`src/rtl/register_status_file.sv`:
```
`default_nettype none
// +--------------------------------------------------------------------------+
// | register_status_file_pkg / register_status_file                         |
// | Architectural register file with rename status, fed by the reorder      |
// | buffer (commit, speculate, flush, live ROB contents) and the CDB.       |
// | For each source operand it returns either a ready value or the ROB tag  |
// | that will produce it.                                                    |
// | Ports: clk, rst (sync, active-high); fls_i; commit_i/_idx_i/_val_i/     |
// |   _rob_idx_i; speculate_i/_idx_i/_val_i; rob_bus_i; common_data_bus_i;  |
// |   rs_idx_i -> rs_rdy_o, rs_val_o, rs_tag_o per read port; busy_count_o. |
// | Revision: 1.0 - initial release                                          |
// +--------------------------------------------------------------------------+
package register_status_file_pkg;
    localparam int XLEN        = 32;
    localparam int ROB_IDX_LEN = 4;
    localparam int ROB_ENTRIES = 1 << ROB_IDX_LEN;
    localparam int CDB_LANES   = 2;

    typedef struct packed {
        logic [XLEN-1:0] val;
        logic            rdy;
    } rob_element_t;

    typedef struct packed {
        logic                   valid;
        logic [ROB_IDX_LEN-1:0] rob_dest;
        logic [XLEN-1:0]        data;
    } cdb_lane_t;

    typedef cdb_lane_t [CDB_LANES-1:0] common_data_bus_t;
endpackage

module register_status_file
    import register_status_file_pkg::*;
#(
    parameter int NUM_READ_PORTS = 2,
    parameter int WIDTH          = 32
) (
    input  logic                                           clk,
    input  logic                                           rst,
    input  logic                                           fls_i,
    input  logic                                           commit_i,
    input  logic [4:0]                                     commit_idx_i,
    input  logic [WIDTH-1:0]                               commit_val_i,
    input  logic [ROB_IDX_LEN-1:0]                         commit_rob_idx_i,
    input  logic                                           speculate_i,
    input  logic [4:0]                                     speculate_idx_i,
    input  logic [ROB_IDX_LEN-1:0]                         speculate_val_i,
    input  rob_element_t [ROB_ENTRIES-1:0]                 rob_bus_i,
    input  common_data_bus_t                               common_data_bus_i,
    input  logic [NUM_READ_PORTS-1:0][4:0]                 rs_idx_i,
    output logic [NUM_READ_PORTS-1:0]                      rs_rdy_o,
    output logic [NUM_READ_PORTS-1:0][WIDTH-1:0]           rs_val_o,
    output logic [NUM_READ_PORTS-1:0][ROB_IDX_LEN-1:0]     rs_tag_o,
    output logic [5:0]                                     busy_count_o
);

    logic [31:0][WIDTH-1:0]       r_value;
    logic [31:0]                  r_busy;
    logic [31:0][ROB_IDX_LEN-1:0] r_tag;
    logic [5:0]                   r_busy_count;

    logic [31:0] w_busy_nxt;
    logic [5:0]  w_busy_count_nxt;
    logic        w_commit_wr;
    logic        w_spec_wr;

    assign w_commit_wr = commit_i && (commit_idx_i != 5'd0);
    assign w_spec_wr   = speculate_i && (speculate_idx_i != 5'd0) && !fls_i;

    // Commit clears busy only when it retires the producer the register
    // still points at; speculate is applied afterwards so it wins a tie.
    always_comb begin
        w_busy_nxt = r_busy;
        if (fls_i) begin
            w_busy_nxt = '0;
        end else begin
            if (w_commit_wr && r_busy[commit_idx_i] &&
                (r_tag[commit_idx_i] == commit_rob_idx_i)) begin
                w_busy_nxt[commit_idx_i] = 1'b0;
            end
            if (w_spec_wr) begin
                w_busy_nxt[speculate_idx_i] = 1'b1;
            end
        end
        w_busy_nxt[0] = 1'b0;
    end

    always_comb begin
        w_busy_count_nxt = 6'd0;
        for (int i = 1; i < 32; i++) begin
            w_busy_count_nxt = w_busy_count_nxt + {5'd0, w_busy_nxt[i]};
        end
    end

    always_ff @(posedge clk) begin
        if (rst) begin
            r_value      <= '0;
            r_busy       <= '0;
            r_tag        <= '0;
            r_busy_count <= 6'd0;
        end else begin
            r_busy       <= w_busy_nxt;
            r_busy_count <= w_busy_count_nxt;
            if (w_commit_wr) begin
                r_value[commit_idx_i] <= commit_val_i;
            end
            if (w_spec_wr) begin
                r_tag[speculate_idx_i] <= speculate_val_i;
            end
        end
    end

    assign busy_count_o = r_busy_count;

    // Lookups see only registered state, so an instruction reading its own
    // destination gets the mapping from before its own rename.
    for (genvar p = 0; p < NUM_READ_PORTS; p++) begin : g_port
        logic [4:0]             w_idx;
        logic [ROB_IDX_LEN-1:0] w_tag;
        logic                   w_cdb_hit;
        logic [WIDTH-1:0]       w_cdb_data;
        logic                   w_rdy;
        logic [WIDTH-1:0]       w_val;
        logic [ROB_IDX_LEN-1:0] w_tag_out;

        assign w_idx = rs_idx_i[p];
        assign w_tag = r_tag[w_idx];

        // Scan from the top lane down so the lowest matching lane overrides.
        always_comb begin
            w_cdb_hit  = 1'b0;
            w_cdb_data = '0;
            for (int l = CDB_LANES - 1; l >= 0; l--) begin
                if (common_data_bus_i[l].valid &&
                    (common_data_bus_i[l].rob_dest == w_tag)) begin
                    w_cdb_hit  = 1'b1;
                    w_cdb_data = WIDTH'(common_data_bus_i[l].data);
                end
            end
        end

        always_comb begin
            w_rdy     = 1'b1;
            w_val     = '0;
            w_tag_out = '0;
            if (w_idx == 5'd0) begin
                w_rdy = 1'b1;
            end else if (!r_busy[w_idx]) begin
                w_val = r_value[w_idx];
            end else begin
                w_tag_out = w_tag;
                if (rob_bus_i[w_tag].rdy) begin
                    w_val = WIDTH'(rob_bus_i[w_tag].val);
                end else if (w_cdb_hit) begin
                    w_val = w_cdb_data;
                end else begin
                    w_rdy = 1'b0;
                end
            end
        end

        assign rs_rdy_o[p] = w_rdy;
        assign rs_val_o[p] = w_val;
        assign rs_tag_o[p] = w_tag_out;
    end

endmodule
`default_nettype wire

```
`config.mk`:
```
export PLATFORM = sky130hd
export DESIGN_NAME = register_status_file
export DESIGN_NICKNAME = d
export VERILOG_FILES = /design/src/rtl/register_status_file.sv
export SDC_FILE = /design/constraint.sdc
export NUM_CORES = 2
export LEC_CHECK = 0
export CORE_MARGIN = 1
export CORE_UTILIZATION = 50
export CTS_CLUSTER_SIZE = 24
export DETAILED_ROUTE_END_ITERATION = 10
export PLACE_DENSITY = 0.72
export SLEW_MARGIN = 20
export SYNTH_ARGS = -nofsm -noshare
export SYNTH_HDL_FRONTEND = slang
export SYNTH_SLANG_ARGS = --single-unit
```
`constraint.sdc`:
```
create_clock -name clk -period 13.3 [get_ports clk]
set_input_delay 2.66 -clock clk [delete_from_list [all_inputs] [get_ports clk]]
set_output_delay 2.66 -clock clk [all_outputs]
set_load 0.05 [all_outputs]
```
Fig. 1: pin map
Pins as bars across the die edge, other pins in gray.
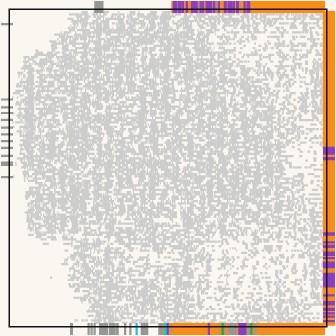
[green] rs_rdy_o | pins: 2 | direction: output | edge: bottom
[purple] common_data_bus_i | pins: 74 | direction: input | edge: 34 right, 30 top, 10 bottom
[cyan] commit_rob_idx_i | pins: 4 | direction: input | edge: bottom
[orange] rob_bus_i | pins: 528 | direction: input | edge: 245 right, 150 bottom, 133 top
all pins by edge: 279 right, 246 bottom, 209 top, 13 left

Fig. 2: wiring by layer
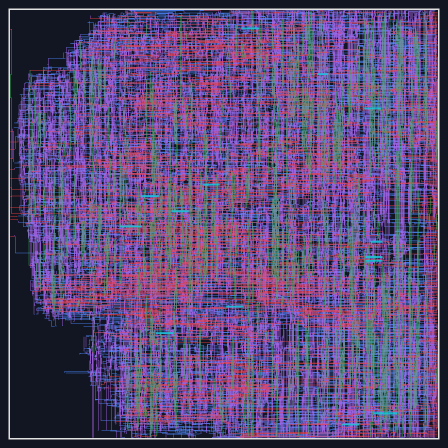
[purple] metal 2 | wire length: 149 mm
[cyan] metal 5 | wire length: 194 um
[red] metal 3 | wire length: 48.7 mm
[blue] metal 1 | wire length: 113 mm
[green] metal 4 | wire length: 31.1 mm
vias post-DR: 70,290
DRT Wirelength: 342.0 mm
Overall Global Routing Usage: 45.31%
routed len/inst: 33.82 um

Fig. 3: where the registers sit
Other cells in gray.
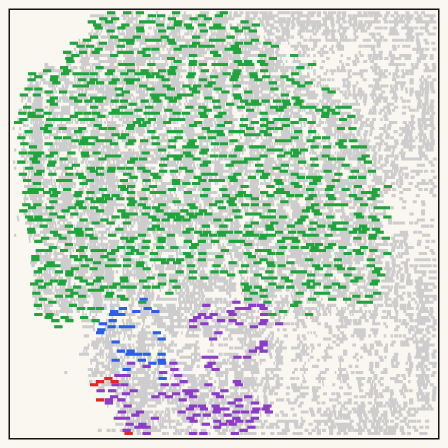
[purple] r_tag | flops: 128 | where: bottom center
[green] r_value | flops: 1,024
[red] busy_count_o | flops: 6 | where: lower left
[blue] r_busy | flops: 31 | where: lower left
seq pwr: 3.60 mW
final core occ: 59.10%

==> job_summary.md <==
## Implementation flow summary

| Metric | Value |
|---|---|
| Pre-CTS WS | 1.986 ns |
| Largest net degree at the start of global routing | 230 |
| Vias in the first global route | 66,820 |
| Power density cells | 102.2 mW/mm^2 |
| Area leader share | 32.99% |
| Number of clock sinks | 1,189 |
| Setup TNS | 0 ns |
| Root buffer cell | clkbuf_16 |
| Min Tclk post-route | 11.55 ns |
| Grt met1 use | 52.97% |
| CP Class | in -> out |
| Syn avg cell area | 9.233 sq um |
| CTS Buf Count | 119 |
| CTS H-tree depth | 3 |
| Grt ovf | 0 |
| Registers, synthesis | 1,189 |
| Mapped cell area | 0.07216 sq mm |
| Hold crit path type | reg -> reg |
| CTS max path bufs | 3 |
| # IOs | 747 |
| # Cells Yosys | 7,815 |
| Pins Over Slew Limit | 0 |
| Initial antenna violation count | 96 |
| Crit path max fanout | 62 |
| CP endpoint kind | output pin |
| Synth top cell by count | nand2_1 |
| Row Count | 139 |
| Fmax | 0.08657 GHz |
| RSZ-0062 raised after global routing | false |
| First-pass GRT wire length | 479.9 mm |
| Startpoint types | input pin |
| Drt initial violations | 10,410 |
| Setup crit end | rs_val_o[44] |
| Hpwl dp | 221.1 mm |
| Nets | 8,724 |
| Core Region | 0.1435 sq mm |
| GRT met3 Usage | 16.61% |
| Reg-to-reg setup timing slack | 5.55 ns |
| Fraction of layout instances using a drive strength above 1 | 16.52% |
| Setup Fix Bufs, Post-CTS | 0 |
| Setup-failing EPs final | 0 |
| WP data arrival | 8.89 ns |
| Floorplan Nets | 8,512 |
| Worst R2R End | busy_count_o[4] |
| Final WS setup | 1.748 ns |
| Final period util | 86.86% |
| Die width | 381.9 um |
| Static Leak | 28.35 nW |
| WP data required | 10.64 ns |
| Die height | 381.9 um |
| Ys Warns | 0 |
| Hold Worst Slack | 0.4639 ns |
| First-pass DRT Iterations | 7 |
| Reg2reg start | r_tag[121] |
| Top cells by count | nand2_1 (2,210), dfxtp_1 (1,189), a21oi_1 (1,057), mux4_2 (749), mux2i_1 (701) |
| Cells after Synth | 7,815 |
| Final ANT Viol Nets | 0 |
| P&R area growth vs syn | 17.51% |
| Synth area leaders | dfxtp_1 (33%), mux4_2 (23%), nand2_1 (11%), mux2i_1 (9.7%), a21oi_1 (7.3%) |
| Commonest flop | dfxtp_1 |
| Chip area | 0.1458 sq mm |
| Crit path from | rs_idx_i[7] |
| CTS hold repair buffers | 0 |
| Ys async rst share | 0% |
| TritonCTS clock tree | built |
| Final Hold Fails | 0 |
| R2R depth | 23 |
| Post-synthesis sequential area ratio | 32.99% |
| Max transition margin | 19.49% |
| Layer with the highest usage | met2 |
| Max-Cap Viols | 0 |
| Worst-Margin Slew | 1.208 ns |
| GPL Wtd Cong | 1.046 |
| M2 GR Usage | 67.31% |
| Run status | finished clean |
| Number of port buffers | 746 |
| Yosys chip area | 0.07216 sq mm |
| Setup skew after layout | 0.06012 ns |
| Distinct lib cells | 60 |
| Cell type with the largest total area | dfxtp_1 |
| Clock transition at the registers of the reported paths | 0.06 ns |
| Floorplan utilization | 50.29% |
| Drc violations | 0 |
| VDD IR max | 0.0001163 V |
| Post-CTS sizing | 0 |
| Via density | 6.952 |
| Count of library flops with an enable pin | 0 |
| Total tool warning count | 58 |
| Final Power | 8.663 mW |
Fig. 4: clock wiring as the flow saved it
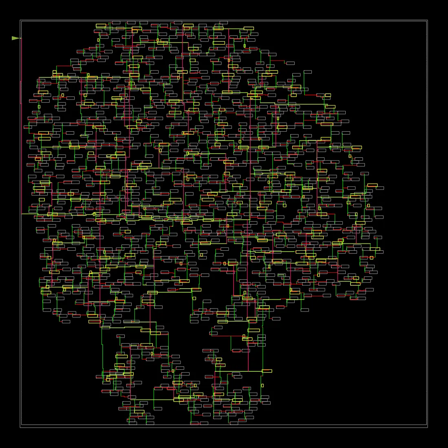
flip-flops: 1,189
clk latency late pin: 0.78 ns
Clock group: 3.73 mW

Fig. 5: gate-type map
Scale bar: 100 um.
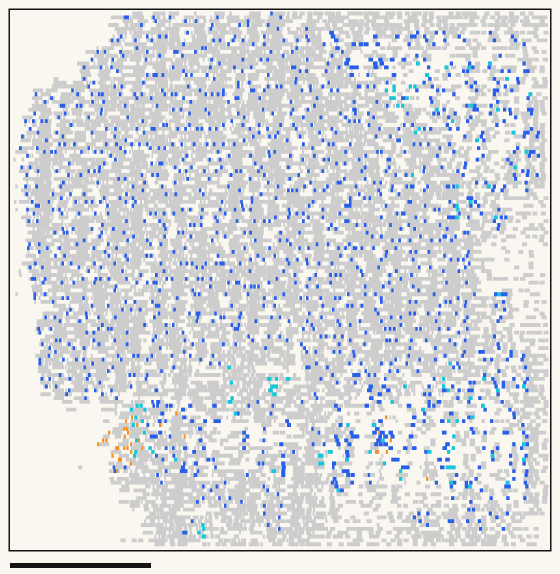
[cyan] AND and OR gates | cells: 107 | where: widely spread
[orange] inverters | cells: 34
[blue] inverting AOI/OAI gates | cells: 1,452 | where: widely spread

[power breakdown]
part | switching (mW) | internal, mW | leakage (nW)
registers | 0.0182 | 3.58 | 9.58
logic | 0.814 | 0.520 | 16.7
clock network | 1.57 | 2.16 | 2.12
total | 2.40 | 6.26 | 28.4
[layer usage]
layer / up-vias / wire length, um
met2: 5766 / 148700
met5: - / 194
met1: 34070 / 113300
met4: 28 / 31130
met3: 1663 / 48670
li1: 28760 / -
[layout by cell type (no fill, tap or decap), types with 25 or more instances in the layout]
| master | n |
|---|---|
| o311ai_1 | 55 |
| mux2i_1 | 699 |
| a22oi_1 | 34 |
| nand4b_1 | 32 |
| nor2_1 | 157 |
| a21oi_1 | 1057 |
| clkinv_2 | 26 |
| clkbuf_16 | 120 |
| nand2_1 | 2180 |
| dfxtp_1 | 1189 |
| nor4_1 | 31 |
| mux2_2 | 70 |
| nor2_4 | 30 |
| buf_4 | 143 |
| inv_1 | 32 |
| buf_2 | 38 |
| nand3_1 | 61 |
| mux4_2 | 749 |
| nand2_2 | 30 |
| or3_1 | 34 |
| clkbuf_8 | 25 |
| clkdlybuf4s50_1 | 698 |
| nor2b_1 | 50 |
| diode_2 | 77 |
| or4_1 | 35 |
| o22ai_1 | 254 |
[cell type report]
cell class | instances | area (sq um)
fillers | 12120 | 58690
multi-input cells | 5787 | 45400
flip-flops and latches | 1189 | 23800
repair buffers | 896 | 8548
clock buffers | 166 | 3426
well taps | 1903 | 2381
clock inverters | 59 | 910.9
diodes | 77 | 192.7
inverters | 34 | 127.6
[critical path, cell delays in order]
cell             delay [ns]
buf_6                  0.69
nor2b_1                0.75
a22oi_1                0.18
a21boi_1               0.60
or4_1                  0.53
nand3_2                0.96
o22ai_1                0.52
nor4_1                 0.16
or3_1                  0.37
o311ai_1               0.31
clkdlybuf4s50_1        0.99
[registers in the layout, summed over array words and instances, names as in the netlist]
register	flops
busy_count_o	6
r_busy	31
r_tag	128
r_value	1024
[stage by stage]
stage	area [sq um]	std cells
6_report	84790	10110
2_1_floorplan	72160	7815
3_5_place_dp	80400	9809
4_1_cts	84730	10030
5_1_grt	84730	10090
3_3_place_gp	80430	9809
[worst min path at each step]
stage                       startpoint      endpoint  cells after the start
after floorplan           r_value[169]  r_value[169]                      2
final                     r_value[861]  r_value[861]                      2
after detailed placement  r_value[861]  r_value[861]                      2
after global placement    r_value[898]  r_value[898]                      2
after CTS                 r_value[861]  r_value[861]                      2
after global routing      r_value[492]  r_value[492]                      2
[cells by family (layout without fill, tap and decap cells)]
family                     count (synthesis)  count (layout)  synth area share, %
and+or+nand+nor                         2749            2749                15.71
xor gates and xnor gates                  21              21               0.2549
muxes                                   1522            1522                34.23
AOI/OAI and AO/OA                       1465            1465                11.28
DFF                                     1189            1189                32.99
other                                      0              77                    0
adders and majority gates                 30              30               0.7595
buffers and inverters                    839            1155                4.775
Power is estimated from default activity; no workload was simulated.
